$ cat src/rtl/mem_bus_if.sv
// KS-10 memory bus between the CPU-side initiator (master) and the memory array (slave).
// 36-bit words are stored [35:0]; KS-10 bit n sits at index 35-n.
interface mem_bus_if;
   logic        busREQO;
   logic        busACKI;
   logic [35:0] busADDRO;
   logic [35:0] busDATAO;
   logic [35:0] busDATAI;

   modport master (output busREQO, busADDRO, busDATAO, input busACKI, busDATAI);
   modport slave  (input busREQO, busADDRO, busDATAO, output busACKI, busDATAI);
endinterface

$ cat src/rtl/mem_bus_initiator.sv
// CPU-side KS-10 memory bus initiator: read, write and read-modify-write with ack timeout (NXM).
// KS-10 bit n maps to index 35-n: READ flag bit3 -> [32], WRITE bit5 -> [30], IO bit10 -> [25], addr -> [21:0].
module mem_bus_initiator #(
   parameter int TIMEOUT = 15,
   parameter int TOW     = 4
) (
   input  logic        clk,
   input  logic        rst_n,
   input  logic        clken,
   input  logic        cpuREQ,
   input  logic        cpuREAD,
   input  logic        cpuWRITE,
   input  logic        cpuIO,
   input  logic [21:0] cpuADDR,
   input  logic [35:0] cpuDATA,
   input  logic        cpuWVALID,
   output logic        cpuBUSY,
   output logic        cpuDONE,
   output logic        cpuNXM,
   output logic [35:0] cpuRDATA,
   mem_bus_if.master   bus
);

   localparam int FLAG_READ  = 32;
   localparam int FLAG_WRITE = 30;
   localparam int FLAG_IO    = 25;

   typedef enum logic [1:0] {IDLE, RDREQ, RMWHOLD, WRREQ} state_t;

   state_t      state, stateNxt;
   logic [TOW-1:0] cnt, cntNxt;
   logic [21:0] addrQ, addrNxt;
   logic        ioQ, ioNxt, rmwQ, rmwNxt;
   logic [35:0] dataQ, dataNxt, rdataNxt, addrWordNxt;
   logic        doneNxt, nxmNxt, reqNxt, timedOut;

   // Counter holds the number of unacked edges already seen; this edge would be the TIMEOUT-th.
   assign timedOut = (cnt == TOW'(TIMEOUT - 1));

   always_comb begin
      stateNxt    = state;
      cntNxt      = cnt;
      addrNxt     = addrQ;
      ioNxt       = ioQ;
      rmwNxt      = rmwQ;
      dataNxt     = dataQ;
      rdataNxt    = cpuRDATA;
      doneNxt     = 1'b0;
      nxmNxt      = 1'b0;
      reqNxt      = 1'b0;
      addrWordNxt = '0;
      case (state)
         IDLE: begin
            if (cpuREQ && (cpuREAD || cpuWRITE)) begin
               addrNxt  = cpuADDR;
               ioNxt    = cpuIO;
               rmwNxt   = cpuREAD && cpuWRITE;
               dataNxt  = cpuDATA;
               cntNxt   = '0;
               stateNxt = cpuREAD ? RDREQ : WRREQ;
            end
         end
         RDREQ: begin
            if (bus.busACKI) begin
               rdataNxt = bus.busDATAI;
               cntNxt   = '0;
               if (rmwQ) stateNxt = RMWHOLD;
               else begin
                  doneNxt  = 1'b1;
                  stateNxt = IDLE;
               end
            end else if (timedOut) begin
               doneNxt  = 1'b1;
               nxmNxt   = 1'b1;
               rdataNxt = '0;
               stateNxt = IDLE;
            end else cntNxt = cnt + TOW'(1);
         end
         RMWHOLD: begin
            if (cpuWVALID) begin
               dataNxt  = cpuDATA;
               cntNxt   = '0;
               stateNxt = WRREQ;
            end
         end
         WRREQ: begin
            if (bus.busACKI) begin
               doneNxt  = 1'b1;
               stateNxt = IDLE;
            end else if (timedOut) begin
               doneNxt  = 1'b1;
               nxmNxt   = 1'b1;
               stateNxt = IDLE;
            end else cntNxt = cnt + TOW'(1);
         end
         default: stateNxt = IDLE;
      endcase
      // Address/data words are zero off-request: the responder writes on the WRITE flag alone.
      reqNxt = (stateNxt == RDREQ) || (stateNxt == WRREQ);
      if (reqNxt) begin
         addrWordNxt[21:0]       = addrNxt;
         addrWordNxt[FLAG_READ]  = (stateNxt == RDREQ);
         addrWordNxt[FLAG_WRITE] = (stateNxt == WRREQ);
         addrWordNxt[FLAG_IO]    = ioNxt;
      end
   end

   always_ff @(posedge clk or negedge rst_n) begin
      if (!rst_n) begin
         state        <= IDLE;
         cnt          <= '0;
         addrQ        <= '0;
         ioQ          <= 1'b0;
         rmwQ         <= 1'b0;
         dataQ        <= '0;
         cpuBUSY      <= 1'b0;
         cpuDONE      <= 1'b0;
         cpuNXM       <= 1'b0;
         cpuRDATA     <= '0;
         bus.busREQO  <= 1'b0;
         bus.busADDRO <= '0;
         bus.busDATAO <= '0;
      end else begin
         // Pulses clear on the next clk even with clken low.
         cpuDONE <= clken & doneNxt;
         cpuNXM  <= clken & nxmNxt;
         if (clken) begin
            state        <= stateNxt;
            cnt          <= cntNxt;
            addrQ        <= addrNxt;
            ioQ          <= ioNxt;
            rmwQ         <= rmwNxt;
            dataQ        <= dataNxt;
            cpuBUSY      <= (stateNxt != IDLE);
            cpuRDATA     <= rdataNxt;
            bus.busREQO  <= reqNxt;
            bus.busADDRO <= addrWordNxt;
            bus.busDATAO <= (stateNxt == WRREQ) ? dataNxt : '0;
         end
      end
   end

endmodule

$ cat src/flat_wrapper.sv
// flat-port wrapper written by rule: the top's interface ports become plain ports
module mem_bus_initiator_flat 
#(
   parameter int TIMEOUT = 15,
   parameter int TOW     = 4
)
  (clk, rst_n, clken, cpuREQ, cpuREAD, cpuWRITE, cpuIO, cpuADDR, cpuDATA, cpuWVALID, cpuBUSY, cpuDONE, cpuNXM, cpuRDATA, bus_busREQO, bus_busADDRO, bus_busDATAO, bus_busACKI, bus_busDATAI);
  mem_bus_if bus_i ();
  input  logic clk;
  input  logic rst_n;
  input  logic clken;
  input  logic cpuREQ;
  input  logic cpuREAD;
  input  logic cpuWRITE;
  input  logic cpuIO;
  input  logic [21:0] cpuADDR;
  input  logic [35:0] cpuDATA;
  input  logic cpuWVALID;
  output logic cpuBUSY;
  output logic cpuDONE;
  output logic cpuNXM;
  output logic [35:0] cpuRDATA;
  output wire logic [$bits(bus_i.busREQO)-1:0] bus_busREQO;
  output wire logic [$bits(bus_i.busADDRO)-1:0] bus_busADDRO;
  output wire logic [$bits(bus_i.busDATAO)-1:0] bus_busDATAO;
  input wire logic [$bits(bus_i.busACKI)-1:0] bus_busACKI;
  input wire logic [$bits(bus_i.busDATAI)-1:0] bus_busDATAI;
  assign bus_busREQO = bus_i.busREQO;
  assign bus_busADDRO = bus_i.busADDRO;
  assign bus_busDATAO = bus_i.busDATAO;
  assign bus_i.busACKI = bus_busACKI;
  assign bus_i.busDATAI = bus_busDATAI;
  mem_bus_initiator #(.TIMEOUT(TIMEOUT), .TOW(TOW)) u_core (.clk(clk), .rst_n(rst_n), .clken(clken), .cpuREQ(cpuREQ), .cpuREAD(cpuREAD), .cpuWRITE(cpuWRITE), .cpuIO(cpuIO), .cpuADDR(cpuADDR), .cpuDATA(cpuDATA), .cpuWVALID(cpuWVALID), .cpuBUSY(cpuBUSY), .cpuDONE(cpuDONE), .cpuNXM(cpuNXM), .cpuRDATA(cpuRDATA), .bus(bus_i));
endmodule
$ cat config.mk
export PLATFORM = sky130hd
export DESIGN_NAME = mem_bus_initiator_flat
export DESIGN_NICKNAME = d
export VERILOG_FILES = /design/src/rtl/mem_bus_if.sv /design/src/rtl/mem_bus_initiator.sv /design/src/flat_wrapper.sv
export SDC_FILE = /design/constraint.sdc
export NUM_CORES = 1
export LEC_CHECK = 0
export CORE_MARGIN = 3
export CORE_UTILIZATION = 55
export DETAILED_ROUTE_END_ITERATION = 8
export DONT_BUFFER_PORTS = 1
export GPL_TIMING_DRIVEN = 0
export HOLD_SLACK_MARGIN = 0.03
export PLACE_DENSITY = 0.74
export SYNTH_ARGS = -nofsm -noshare
export SYNTH_HDL_FRONTEND = slang
export SYNTH_SLANG_ARGS = --single-unit
$ cat constraint.sdc
create_clock -name clk -period 1.7 [get_ports clk]
set_input_delay 0.255 -clock clk [delete_from_list [all_inputs] [get_ports clk]]
set_output_delay 0.255 -clock clk [all_outputs]
set_load 0.01 [all_outputs]
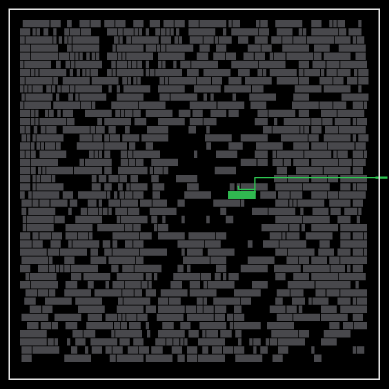
Run 1: I/O nets highlighted
Scale: 3 px per um.
- bus_busREQO: green (bits 1; direction output; end cells 1; buffers 0; wire 52.5 um)
number of top-level design ports: 215
IO buf count: 0

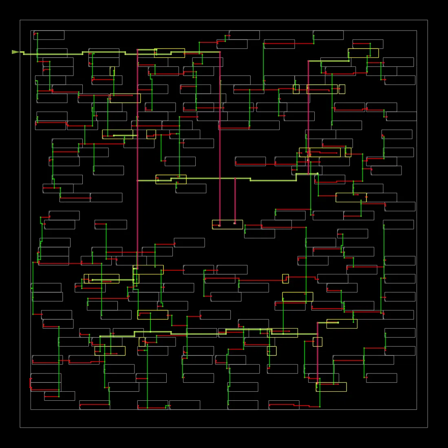
Run 1: clock routing
Num CTS Buffers: 17
count of clock buffers in the final design: 19
Worst-Skew Late Latency: 0.43 ns

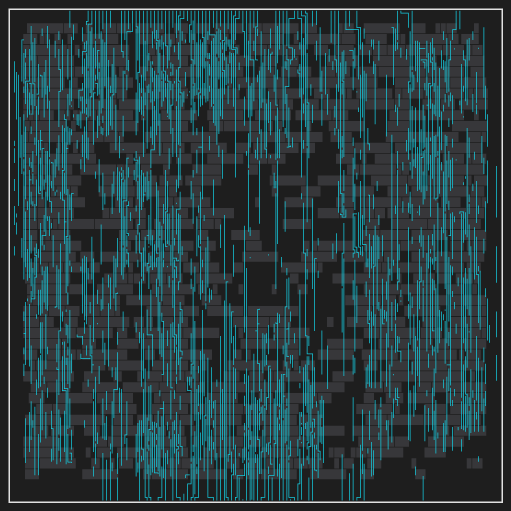
Run 1: metal 2
Scale: 4 px per um. Cells faint in the background.
- longest straight run: 53.9 um
- share of all routed wire: 53%
- wire length on this layer: 10100 um

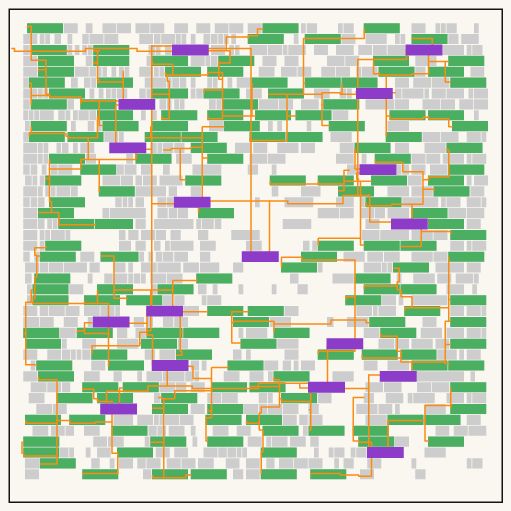
Run 1: clock network drawn from the DEF
Scale: 4 px per um.
- flip-flops: green (count 167)
- clock wires: orange (length 1990 um)
- cells driving clock nets: purple (count 17)
- routed clock nets: 18

[run 1: where the power goes]
| group | total (uW) | internal [uW] | switching (uW) |
|---|---|---|---|
| sequential | 7660 | 5810 | 1850 |
| clock | 3350 | 1820 | 1520 |
| combinational | 5450 | 3020 | 2430 |
| total | 16500 | 10600 | 5810 |
[run 1: metal layers]
layer	share of wire	GRT usage
met4	0.017	0.08747
met1	0.38	0.2883
met5	0	0
met3	0.069	0.08433
met2	0.53	0.4469
[run 1: logic make-up (layout without fill, tap and decap cells)]
group,count (synthesis),after routing,share of synthesized area
compound gates,80,80,0.09577
xor+xnor,1,1,0.001166
fa+ha+maj,2,2,0.003331
buf+inv,113,267,0.07462
flops,167,167,0.5563
mux,120,120,0.1849
other cells,1,11,0.0004992
simple gates,136,136,0.08345
[run 1: state kept, by name, indices dropped and copies added (netlist names)]
| name | count |
|---|---|
| u_core.ioQ | 1 |
| u_core.bus.busADDRO | 25 |
| u_core.cpuDONE | 1 |
| u_core.addrQ | 22 |
| u_core.cpuBUSY | 1 |
| u_core.cnt | 4 |
| u_core.dataQ | 36 |
| u_core.rmwQ | 1 |
| u_core.bus.busREQO | 1 |
| u_core.bus.busDATAO | 36 |
| u_core.state | 2 |
| u_core.cpuNXM | 1 |
| u_core.cpuRDATA | 36 |
[run 1: placed cells by master (no fill, tap or decap), types with 19 or more instances in the layout]
| master | n |
|---|---|
| buf_4 | 37 |
| clkbuf_16 | 19 |
| dfrtp_1 | 165 |
| dlygate4sd3_1 | 98 |
| inv_1 | 62 |
| mux2_4 | 30 |
| mux2i_1 | 57 |
| nand2_1 | 78 |
| nand3_1 | 38 |
| o22ai_1 | 27 |
| o22ai_2 | 32 |
==> flow_results.xml, run 1 <==
<?xml version="1.0" encoding="UTF-8"?>
<metrics>
  <group name="run_status">
    <metric name="status" unit="">finished with violations</metric>
    <metric name="failing_checks" unit="">hold timing, setup timing</metric>
  </group>
  <group name="route">
    <metric name="ant_nets" unit="">0</metric>
    <metric name="route.vias.total" unit="">5269</metric>
    <metric name="detail_route.wirelength" unit="um">18880</metric>
    <metric name="detail_route.first_pass.iterations" unit="">4</metric>
  </group>
  <group name="final_timing">
    <metric name="finalSetupViolCount" unit="">20</metric>
    <metric name="layout_setup_ws" unit="ns">-0.06574</metric>
    <metric name="final-hold-violation-count" unit="">167</metric>
    <metric name="totalNegativeSetupSlack" unit="ns">-0.7697</metric>
    <metric name="post-route-min-period" unit="ns">1.766</metric>
    <metric name="hold_slack" unit="ns">-0.4798</metric>
    <metric name="period_used_share" unit="">1.039</metric>
    <metric name="fmax" unit="MHz">566.3</metric>
    <metric name="final_max_slew_viol_count" unit="">0</metric>
    <metric name="slew_headroom" unit="">0.4813</metric>
  </group>
  <group name="finish">
    <metric name="drive_above_1_share" unit="">0.2436</metric>
    <metric name="signal_buffers" unit="">173</metric>
    <metric name="multi_input_comb_cells" unit="">350</metric>
    <metric name="clock_area_frac" unit="">0.05069</metric>
    <metric name="proportion_of_cell_area_occupied_by_multi_input_gates" unit="">0.3001</metric>
    <metric name="area_growth" unit="%">29.78</metric>
    <metric name="inverters" unit="">65</metric>
    <metric name="fillCellCount" unit="">890</metric>
    <metric name="dominant-cell-class" unit="">flip-flops and latches</metric>
    <metric name="design.seq.count" unit="">167</metric>
  </group>
  <group name="place">
    <metric name="place_congestion" unit="">0.8025</metric>
    <metric name="dp_hpwl" unit="um">11450</metric>
  </group>
  <group name="pwr">
    <metric name="peakVddDrop" unit="mV">0.8703</metric>
    <metric name="power_density" unit="nW/um^2">1688</metric>
  </group>
  <group name="clocking">
    <metric name="holdBufCountCts" unit="">97</metric>
    <metric name="clkTransAtPathRegs" unit="ns">0.06</metric>
    <metric name="cts_root_buffer" unit="">clkbuf_16</metric>
    <metric name="postCtsSetupRepairBufs" unit="">25</metric>
  </group>
  <group name="floorplanning">
    <metric name="fp_util" unit="">0.5650</metric>
    <metric name="die.size.y" unit="um">122.9</metric>
    <metric name="tapcell.inserted" unit="">176</metric>
    <metric name="chip_footprint" unit="sq um">15100</metric>
  </group>
  <group name="synth">
    <metric name="synthDistinctLibCells" unit="">46</metric>
    <metric name="netlist.area_leader.share" unit="">0.5563</metric>
    <metric name="enable_flop_cells" unit="">0</metric>
    <metric name="synthesis.area" unit="sq um">7512</metric>
    <metric name="yosys_warnings" unit="">0</metric>
    <metric name="sequential_area_share_after_synthesis" unit="">0.5563</metric>
    <metric name="mean_post_synth_cell_area" unit="sq um">12.12</metric>
  </group>
  <group name="setup_path">
    <metric name="max_stage_delay" unit="ns">0.41</metric>
    <metric name="start_kind" unit="">flop</metric>
    <metric name="crit_cells" unit="">7</metric>
    <metric name="critPathCapture" unit="">u_core.bus.busDATAO[14]</metric>
    <metric name="timing.setup.critical_path_class" unit="">flop to flop</metric>
    <metric name="timing.critical_path.buf_inv" unit="">2</metric>
    <metric name="reg2reg_from" unit="">u_core.cnt[0]</metric>
    <metric name="worstPathArrival" unit="ns">2.05</metric>
    <metric name="worst-r2r-cell-count" unit="">7</metric>
    <metric name="cp_cell_sequence" unit="">inv_2 &gt; ha_4 &gt; a31oi_4 &gt; a221o_1 &gt; nand2b_4 &gt; bufbuf_16 &gt; o22ai_2</metric>
    <metric name="critical_path.reg2reg.endpoint" unit="">u_core.bus.busDATAO[14]</metric>
    <metric name="slowest_stage" unit="">dfrtp_2</metric>
    <metric name="setup_slack_of_the_most_critical_reg_to_reg_path" unit="ns">-0.07</metric>
  </group>
  <group name="worst_hold_path">
    <metric name="hold_class" unit="">input port to async pin</metric>
  </group>
  <group name="global_routing">
    <metric name="grt_start_max_net_pins" unit="">168</metric>
    <metric name="antenna_found_initial" unit="">0</metric>
  </group>
  <group name="flow_run">
    <metric name="tool_warnings" unit="">33</metric>
  </group>
</metrics>
Run 1, cells colored by class:
Scale: 3 px per um. Fill, decap, tap and diode cells in gray.
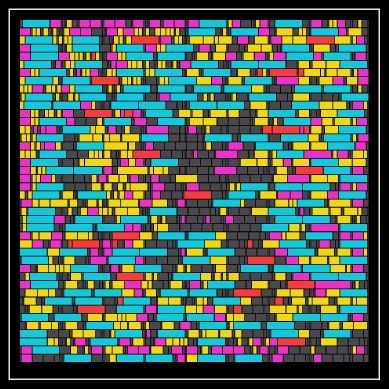

==> inputs of run 2 (changes only) <==
Settings changed: PLACE_DENSITY 0.74 to 0.71.
Clock period 1.7 ns to 2.1 ns, I/O delays scaled along.
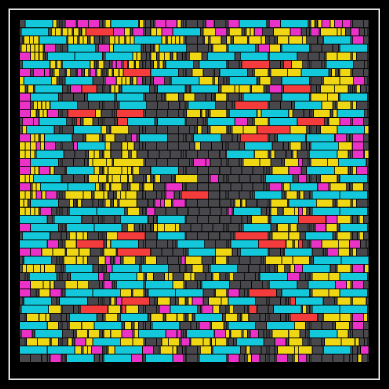
Run 2: cells colored by class
Scale: 3 px per um. Fill, decap, tap and diode cells in gray.
- all other logic: yellow (cells 415)
- clock drivers and dummy loads: red (cells 30)
- other buffers and delay cells: magenta (cells 129)
- flops: cyan (cells 167)
Core Box Area: 13300 sq um
Layout Utilization: 0.6916
Site Rows: 42
post-route design area: 9195 sq um

==> run 2 against run 1 <==
Net effect:
- the run ends with hold timing left
- power is 20% lower
- clock power is 4% lower
- clock skew is 0.0064 ns lower
- wire length is 8.9% lower
- global-route usage is 2.0 points lower
- design area is 5.7% lower
- synthesized cell count stayed put
- hold slack better by 0.069 ns
- die area stayed put
- sequential power is about 20% lower
- critical endpoint is now u_core.bus.busDATAO[30]
- via count is 5.6% lower
- final cell count is 4.5% lower
==> flow_results.xml, run 2 <==
<?xml version="1.0" encoding="UTF-8"?>
<metrics>
  <group name="global_routing">
    <metric name="grt_start_max_net_pins" unit="">168</metric>
    <metric name="antenna_found_initial" unit="">0</metric>
  </group>
  <group name="floorplanning">
    <metric name="die.size.y" unit="um">122.9</metric>
    <metric name="chip_footprint" unit="sq um">15100</metric>
    <metric name="num_io_pins" unit="">215</metric>
    <metric name="fp_util" unit="">0.5650</metric>
  </group>
  <group name="final_timing">
    <metric name="hold_slack" unit="ns">-0.4107</metric>
    <metric name="fmax" unit="MHz">506.7</metric>
    <metric name="totalNegativeSetupSlack" unit="ns">0</metric>
    <metric name="layout_setup_ws" unit="ns">0.1266</metric>
    <metric name="slew_headroom" unit="">0.5080</metric>
    <metric name="final_max_slew_viol_count" unit="">0</metric>
    <metric name="post-route-min-period" unit="ns">1.973</metric>
    <metric name="final-hold-violation-count" unit="">167</metric>
  </group>
  <group name="pwr">
    <metric name="peakVddDrop" unit="mV">0.7673</metric>
    <metric name="powerClk" unit="uW">3210</metric>
    <metric name="power.switching_fraction" unit="">0.3350</metric>
    <metric name="switchingPower" unit="uW">4383</metric>
    <metric name="power_frac_clock" unit="">0.245</metric>
    <metric name="power_density" unit="nW/um^2">1423</metric>
    <metric name="sequential_share_of_power" unit="">0.470</metric>
    <metric name="combPwrFrac" unit="">0.284</metric>
    <metric name="largestPowerGroup" unit="">registers</metric>
    <metric name="power.sequential.total" unit="uW">6150</metric>
    <metric name="pg_comb" unit="uW">3720</metric>
  </group>
  <group name="synth">
    <metric name="netlist.area_leader.share" unit="">0.5563</metric>
    <metric name="yosys_warnings" unit="">0</metric>
    <metric name="enable_flop_cells" unit="">0</metric>
    <metric name="mean_post_synth_cell_area" unit="sq um">12.12</metric>
    <metric name="synthDistinctLibCells" unit="">46</metric>
    <metric name="sequential_area_share_after_synthesis" unit="">0.5563</metric>
    <metric name="synthesis.area" unit="sq um">7512</metric>
  </group>
  <group name="worst_hold_path">
    <metric name="hold_class" unit="">input port to async pin</metric>
  </group>
  <group name="route">
    <metric name="detail_route.first_pass.iterations" unit="">4</metric>
    <metric name="route.vias.total" unit="">4975</metric>
    <metric name="met3_length" unit="um">1451</metric>
    <metric name="highest-signal-layer" unit="">met4</metric>
    <metric name="wire_length_on_met1" unit="um">6906</metric>
    <metric name="ant_nets" unit="">0</metric>
    <metric name="dr_wl_met2" unit="um">8374</metric>
  </group>
  <group name="finish">
    <metric name="lay_top_cells" unit="">dfrtp_1 (167), nand2_1 (79), dlygate4sd3_1 (79), inv_1 (64), mux2i_1 (60)</metric>
    <metric name="mostFrequentLayoutCell" unit="">dfrtp_1</metric>
    <metric name="area_growth" unit="%">22.40</metric>
    <metric name="drive_above_1_share" unit="">0.2011</metric>
    <metric name="biggestRegsByFlops" unit="">u_core.bus.busDATAO (36), u_core.cpuRDATA (36), u_core.dataQ (36)</metric>
    <metric name="fillCellCount" unit="">958</metric>
  </group>
  <group name="place">
    <metric name="dp_hpwl" unit="um">11010</metric>
    <metric name="port_buffers" unit="">0</metric>
    <metric name="place_congestion" unit="">0.7920</metric>
  </group>
  <group name="setup_path">
    <metric name="timing.setup.critical_path_class" unit="">flop to flop</metric>
    <metric name="cp_cell_sequence" unit="">inv_1 &gt; ha_1 &gt; a31oi_2 &gt; a221o_1 &gt; nand2b_1 &gt; buf_6 &gt; buf_6 &gt; o22ai_2</metric>
    <metric name="max_stage_delay" unit="ns">0.44</metric>
    <metric name="start_kind" unit="">flop</metric>
    <metric name="worstPathArrival" unit="ns">2.24</metric>
  </group>
  <group name="clocking">
    <metric name="num_cts_buffers" unit="">17</metric>
    <metric name="cts_root_buffer" unit="">clkbuf_16</metric>
    <metric name="clkTransAtPathRegs" unit="ns">0.06</metric>
  </group>
  <group name="run_status">
    <metric name="status" unit="">finished with violations</metric>
    <metric name="failing_checks" unit="">hold timing</metric>
  </group>
  <group name="flow_run">
    <metric name="tool_warnings" unit="">31</metric>
  </group>
</metrics>
-- run 2: cell counts after synthesis --
Identical to the previous run, type by type.
-- run 2: routing by layer --
layer  global-route usage  vias up
met5                    0        -
met4              0.09727        0
met3              0.08249       32
met2               0.3724      167
met1               0.2914     2467
li1                     -     2309
-- run 2: worst max-delay path: cells and delay by family, from the launching register on --
family / cells / cell delay (ns)
flops: 1 / 0.44
compound gates: 3 / 0.64
simple gates: 1 / 0.11
buf+inv: 3 / 0.42
fa+ha+maj: 1 / 0.21
-- run 2: area by class of cell --
class	instances	area (sq um)	area share
timing repair buffer	81	805.8	0.08763
clock buffer	22	454.2	0.04939
inverter	65	244.0	0.02653
sequential	167	4179	0.4545
multi-input combinational	350	2823	0.3070
clock inverter	8	148.9	0.01619
tap	176	220.2	0.02395
buffer	48	320.3	0.03483
-- run 2: timing repair --
item,4_1_cts,5_1_grt
hold endpoints to repair,243,170
buffers inserted,0,2
gates resized,0,8
hold buffers,76,3
endpoints found under the setup margin,0,60
-- run 2: cells by family after synthesis --
logic type | Yosys count | share of synthesized area
flops | 167 | 0.5563
buf+inv | 113 | 0.07462
simple gates | 136 | 0.08345
mux | 120 | 0.1849
fa+ha+maj | 2 | 0.003331
compound gates | 80 | 0.09577
other cells | 1 | 0.0004992
xor+xnor | 1 | 0.001166
-- run 2: worst paths after layout --
path                       cells past startpoint  slack, ns                 endpoint           from
max in group asynchronous                      0       2.19   u_core.bus.busADDRO[5]          rst_n
max reg2reg                                    8       0.13  u_core.bus.busDATAO[30]  u_core.cnt[0]
max                                            8       0.13  u_core.bus.busDATAO[30]  u_core.cnt[0]
min                                            0      -0.41   u_core.bus.busDATAO[8]          rst_n
min reg2reg                                    2       0.48              u_core.rmwQ    u_core.rmwQ
min in group clk                               2       0.04              u_core.rmwQ        cpuREAD
Run 2, metal 2:
Scale: 4 px per um. Cells faint in the background.
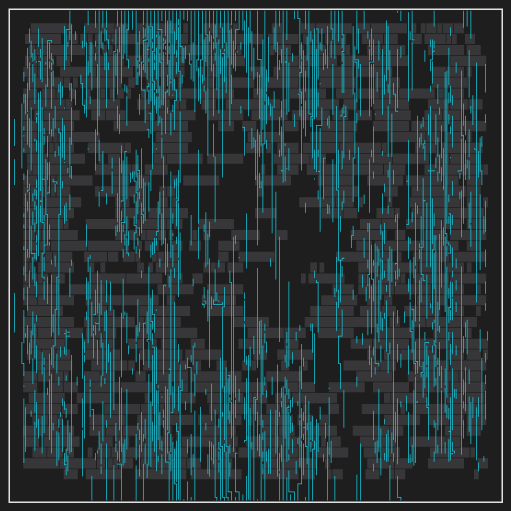

==> inputs of run 3 (changes only) <==
Settings changed: CORE_UTILIZATION 55 to 35, PLACE_DENSITY 0.71 to 0.5.
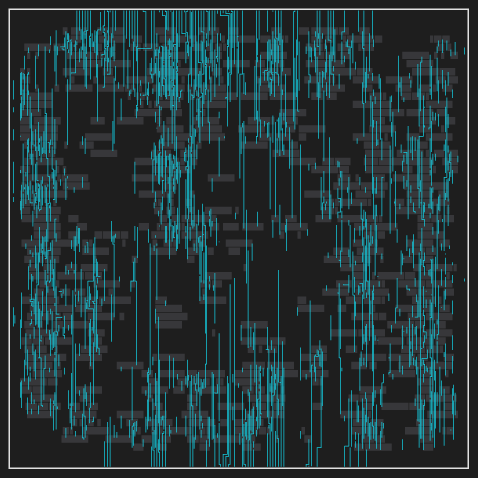
Run 3: metal 2
Scale: 3 px per um. Cells faint in the background.
- share of all routed wire: 50%
- wire length on this layer: 9500 um
Total Wirelength: 18910 um
global-route met2 utilization: 0.2798

==> run 3 against run 2 <==
Net effect:
- the flow still finishes with violations (hold timing)
- critical path depth stayed put
- fmax up 0.43%
- wire length increased by 10%
- register-to-register slack hardly changed
- combinational power rose by 1%
- die area grew 54%
- hold slack got worse by 0.012 ns
- setup slack improved by 0.0084 ns
- core utilization shrank 24 points
- design area is 2.6% higher
- non-clock buffer count grew 10
- global-route usage down 6.9 points
- critical path type unchanged
- critical endpoint is now u_core.bus.busDATAO[27]
- largest power group unchanged
- highest routed layer unchanged
==> flow_results.xml, run 3 <==
<?xml version="1.0" encoding="UTF-8"?>
<metrics>
  <group name="run_status">
    <metric name="status" unit="">finished with violations</metric>
    <metric name="failing_checks" unit="">hold timing</metric>
  </group>
  <group name="setup_path">
    <metric name="timing.setup.critical_path_class" unit="">flop to flop</metric>
    <metric name="worstPathArrival" unit="ns">2.24</metric>
    <metric name="reg2reg_from" unit="">u_core.cnt[0]</metric>
    <metric name="critical_path.reg2reg.endpoint" unit="">u_core.bus.busDATAO[27]</metric>
    <metric name="crit_path_end_kind" unit="">flop</metric>
    <metric name="start_kind" unit="">flop</metric>
    <metric name="worst_ep_required_time" unit="ns">2.37</metric>
    <metric name="worst-r2r-cell-count" unit="">8</metric>
    <metric name="setup_slack_of_the_most_critical_reg_to_reg_path" unit="ns">0.14</metric>
    <metric name="critical_path.max_fanout" unit="">10</metric>
  </group>
  <group name="floorplanning">
    <metric name="fp_util" unit="">0.3631</metric>
    <metric name="die.size.y" unit="um">152.5</metric>
    <metric name="chip_footprint" unit="sq um">23260</metric>
    <metric name="tapcell.inserted" unit="">270</metric>
    <metric name="die-width" unit="um">152.5</metric>
    <metric name="num_io_pins" unit="">215</metric>
    <metric name="core" unit="sq um">20690</metric>
    <metric name="core.rowCount" unit="">52</metric>
  </group>
  <group name="clocking">
    <metric name="cts_root_buffer" unit="">clkbuf_16</metric>
    <metric name="insertion_delay" unit="ns">0.42</metric>
    <metric name="cts.sink_count" unit="">167</metric>
    <metric name="cts.path.max_buffers" unit="">2</metric>
    <metric name="num_cts_buffers" unit="">17</metric>
    <metric name="holdBufCountCts" unit="">86</metric>
    <metric name="postCtsSetupRepairBufs" unit="">2</metric>
    <metric name="cts_max_level" unit="">4</metric>
    <metric name="count_of_cells_resized_by_post_cts_repair" unit="">0</metric>
    <metric name="tritoncts" unit="">done</metric>
    <metric name="clkTransAtPathRegs" unit="ns">0.07</metric>
  </group>
  <group name="finish">
    <metric name="biggestRegsByFlops" unit="">u_core.bus.busDATAO (36), u_core.cpuRDATA (36), u_core.dataQ (36)</metric>
    <metric name="num-nets-final" unit="">845</metric>
    <metric name="lay_top_cells" unit="">dfrtp_1 (167), dlygate4sd3_1 (89), nand2_1 (79), inv_1 (64), mux2i_1 (60)</metric>
    <metric name="fin_cells" unit="">1024</metric>
    <metric name="inverters" unit="">65</metric>
    <metric name="fillCellCount" unit="">1942</metric>
    <metric name="design_area" unit="sq um">9434</metric>
    <metric name="mostFrequentLayoutCell" unit="">dfrtp_1</metric>
    <metric name="seq-cell-share" unit="">0.4430</metric>
    <metric name="n_clock_buffer" unit="">20</metric>
    <metric name="dominant-cell-class" unit="">flip-flops and latches</metric>
    <metric name="multi_input_comb_cells" unit="">350</metric>
    <metric name="insertedDiodeCount" unit="">1</metric>
    <metric name="area_growth" unit="%">25.58</metric>
    <metric name="signal_buffers" unit="">139</metric>
    <metric name="bufAreaShareNonClock" unit="">0.1300</metric>
    <metric name="proportion_of_cell_area_occupied_by_multi_input_gates" unit="">0.2992</metric>
    <metric name="clock_area_frac" unit="">0.06592</metric>
    <metric name="area.combinational" unit="sq um">2823</metric>
    <metric name="register_area" unit="sq um">4179</metric>
    <metric name="design.seq.count" unit="">167</metric>
    <metric name="drive_above_1_share" unit="">0.2045</metric>
  </group>
  <group name="route">
    <metric name="detail_route.first_pass.iterations" unit="">4</metric>
    <metric name="highest-signal-layer" unit="">met4</metric>
    <metric name="detailedRoute.firstIterationViolations" unit="">202</metric>
    <metric name="ant_nets" unit="">0</metric>
    <metric name="viasPerCell" unit="">4.903</metric>
    <metric name="dr_wl_met2" unit="um">9496</metric>
    <metric name="wire_length_on_met1" unit="um">7601</metric>
    <metric name="met3_length" unit="um">1500</metric>
    <metric name="routedWlPerCell" unit="um">18.47</metric>
    <metric name="route.vias.total" unit="">5021</metric>
    <metric name="drt_drc_violations_left" unit="">0</metric>
  </group>
  <group name="synth">
    <metric name="enable_flop_cells" unit="">0</metric>
    <metric name="topCellsByArea" unit="">dfrtp_1 (56%), mux2i_1 (8.0%), mux2_4 (6.0%)</metric>
    <metric name="mean_post_synth_cell_area" unit="sq um">12.12</metric>
    <metric name="sequential_area_share_after_synthesis" unit="">0.5563</metric>
    <metric name="synthesis.area" unit="sq um">7512</metric>
    <metric name="ys_dominant_reg_cell" unit="">dfrtp_1</metric>
    <metric name="netlist.area_leader.share" unit="">0.5563</metric>
    <metric name="synth_area_leader_cell" unit="">dfrtp_1</metric>
    <metric name="yosys_warnings" unit="">0</metric>
    <metric name="synth.yosys.num_cells" unit="">620</metric>
    <metric name="fraction_of_synthesis_flops_using_an_asynchronous_set_or_reset_pin" unit="">1.000</metric>
    <metric name="netlist_top_cells_count" unit="">dfrtp_1 (167), nand2_1 (79), inv_1 (64), mux2i_1 (60), nand3_1 (39)</metric>
    <metric name="ys_seq_elements" unit="">167</metric>
    <metric name="yosys_area" unit="sq um">7512</metric>
    <metric name="synthDistinctLibCells" unit="">46</metric>
    <metric name="syn_inst" unit="">620</metric>
    <metric name="yosys.cell_count.top_type" unit="">dfrtp_1</metric>
  </group>
  <group name="pwr">
    <metric name="leakage" unit="uW">0.004322</metric>
    <metric name="power.switching_fraction" unit="">0.3451</metric>
    <metric name="power_density" unit="nW/um^2">1401</metric>
    <metric name="finalPower" unit="uW">13220</metric>
    <metric name="power.sequential.total" unit="uW">6140</metric>
    <metric name="p_int" unit="uW">8657</metric>
    <metric name="powerClk" unit="uW">3320</metric>
    <metric name="largestPowerGroup" unit="">registers</metric>
    <metric name="peakVddDrop" unit="mV">0.6630</metric>
    <metric name="pg_comb" unit="uW">3760</metric>
    <metric name="combPwrFrac" unit="">0.284</metric>
    <metric name="sequential_share_of_power" unit="">0.464</metric>
    <metric name="switchingPower" unit="uW">4563</metric>
    <metric name="power_frac_clock" unit="">0.251</metric>
  </group>
  <group name="place">
    <metric name="port_buffers" unit="">0</metric>
    <metric name="place_congestion" unit="">0.7424</metric>
    <metric name="dp_hpwl" unit="um">12330</metric>
    <metric name="placement.cell_area" unit="sq um">7888</metric>
    <metric name="dp.cells" unit="">900</metric>
  </group>
  <group name="global_routing">
    <metric name="grt_overflow_total" unit="">0</metric>
    <metric name="grt_start_max_net_pins" unit="">168</metric>
    <metric name="grt_overall_usage" unit="">0.1646</metric>
    <metric name="global_route_wire_length_before_repair" unit="um">30680</metric>
    <metric name="antenna_found_initial" unit="">0</metric>
    <metric name="grt_pass1_vias" unit="">5593</metric>
  </group>
  <group name="worst_hold_path">
    <metric name="hold_class" unit="">input port to async pin</metric>
  </group>
  <group name="final_timing">
    <metric name="worst_clock_skew" unit="ns">0.01442</metric>
    <metric name="post-route-min-period" unit="ns">1.965</metric>
    <metric name="slew_headroom" unit="">0.4932</metric>
    <metric name="finalSetupViolCount" unit="">0</metric>
    <metric name="final_max_slew_viol_count" unit="">0</metric>
    <metric name="fmax" unit="MHz">508.9</metric>
    <metric name="final-hold-violation-count" unit="">167</metric>
    <metric name="worst_margin_pin_slew" unit="ns">0.7602</metric>
    <metric name="grt_setup_unrepaired" unit="">false</metric>
    <metric name="period_used_share" unit="">0.9357</metric>
    <metric name="hold_slack" unit="ns">-0.4225</metric>
  </group>
  <group name="flow_run">
    <metric name="tool_warnings" unit="">32</metric>
    <metric name="drv_cap" unit="">0</metric>
  </group>
</metrics>
[run 3: critical path, stage by stage, from the launching register on]
cell and delay, ns:
dfrtp_1 0.43, inv_1 0.08, ha_1 0.21, a31oi_2 0.16
a221o_1 0.38, nand2b_1 0.11, buf_6 0.17, buf_6 0.19
o22ai_2 0.10
[run 3: layer usage]
layer	global-route usage	vias to the layer above
met5	0	-
met4	0.04922	0
met3	0.06078	21
met2	0.2798	162
met1	0.1960	2503
li1	-	2335
[run 3: per-stage QoR]
step,util,setup WS [ns],setup TNS [ns]
final,0.4560,0.1350,0
after global routing,0.4559,0.002752,0
after CTS,0.4536,0.005024,0
after detailed placement,0.3812,-0.02963,-0.6193
after global placement,0.3812,0.0003959,0
after floorplan,-,0.3493,0
[run 3: worst max path at each step]
stage	from	endpoint	slack [ns]	cells past startpoint
6_report	u_core.cnt[0]	u_core.bus.busDATAO[27]	0.14	8
5_1_grt	u_core.cnt[0]	u_core.bus.busDATAO[27]	0.003	8
4_1_cts	u_core.cnt[0]	u_core.cpuRDATA[11]	0.005	8
3_5_place_dp	u_core.cnt[0]	u_core.bus.busDATAO[30]	-0.03	8
3_3_place_gp	u_core.cnt[0]	u_core.bus.busDATAO[31]	0.0004	8
2_1_floorplan	u_core.cnt[0]	u_core.bus.busDATAO[10]	0.35	8
[run 3: cells by family (layout without fill, tap and decap cells)]
logic type / after synthesis / count (layout) / synth area share
xor gates and xnor gates: 1 / 1 / 0.001166
and+or+nand+nor: 136 / 136 / 0.08345
DFF: 167 / 167 / 0.5563
AOI/OAI and AO/OA: 80 / 80 / 0.09577
other: 1 / 12 / 0.0004992
buffers and inverters: 113 / 236 / 0.07462
muxes: 120 / 120 / 0.1849
adders and majority gates: 2 / 2 / 0.003331
No activity file was given, so power comes from the tool's default toggle rates.
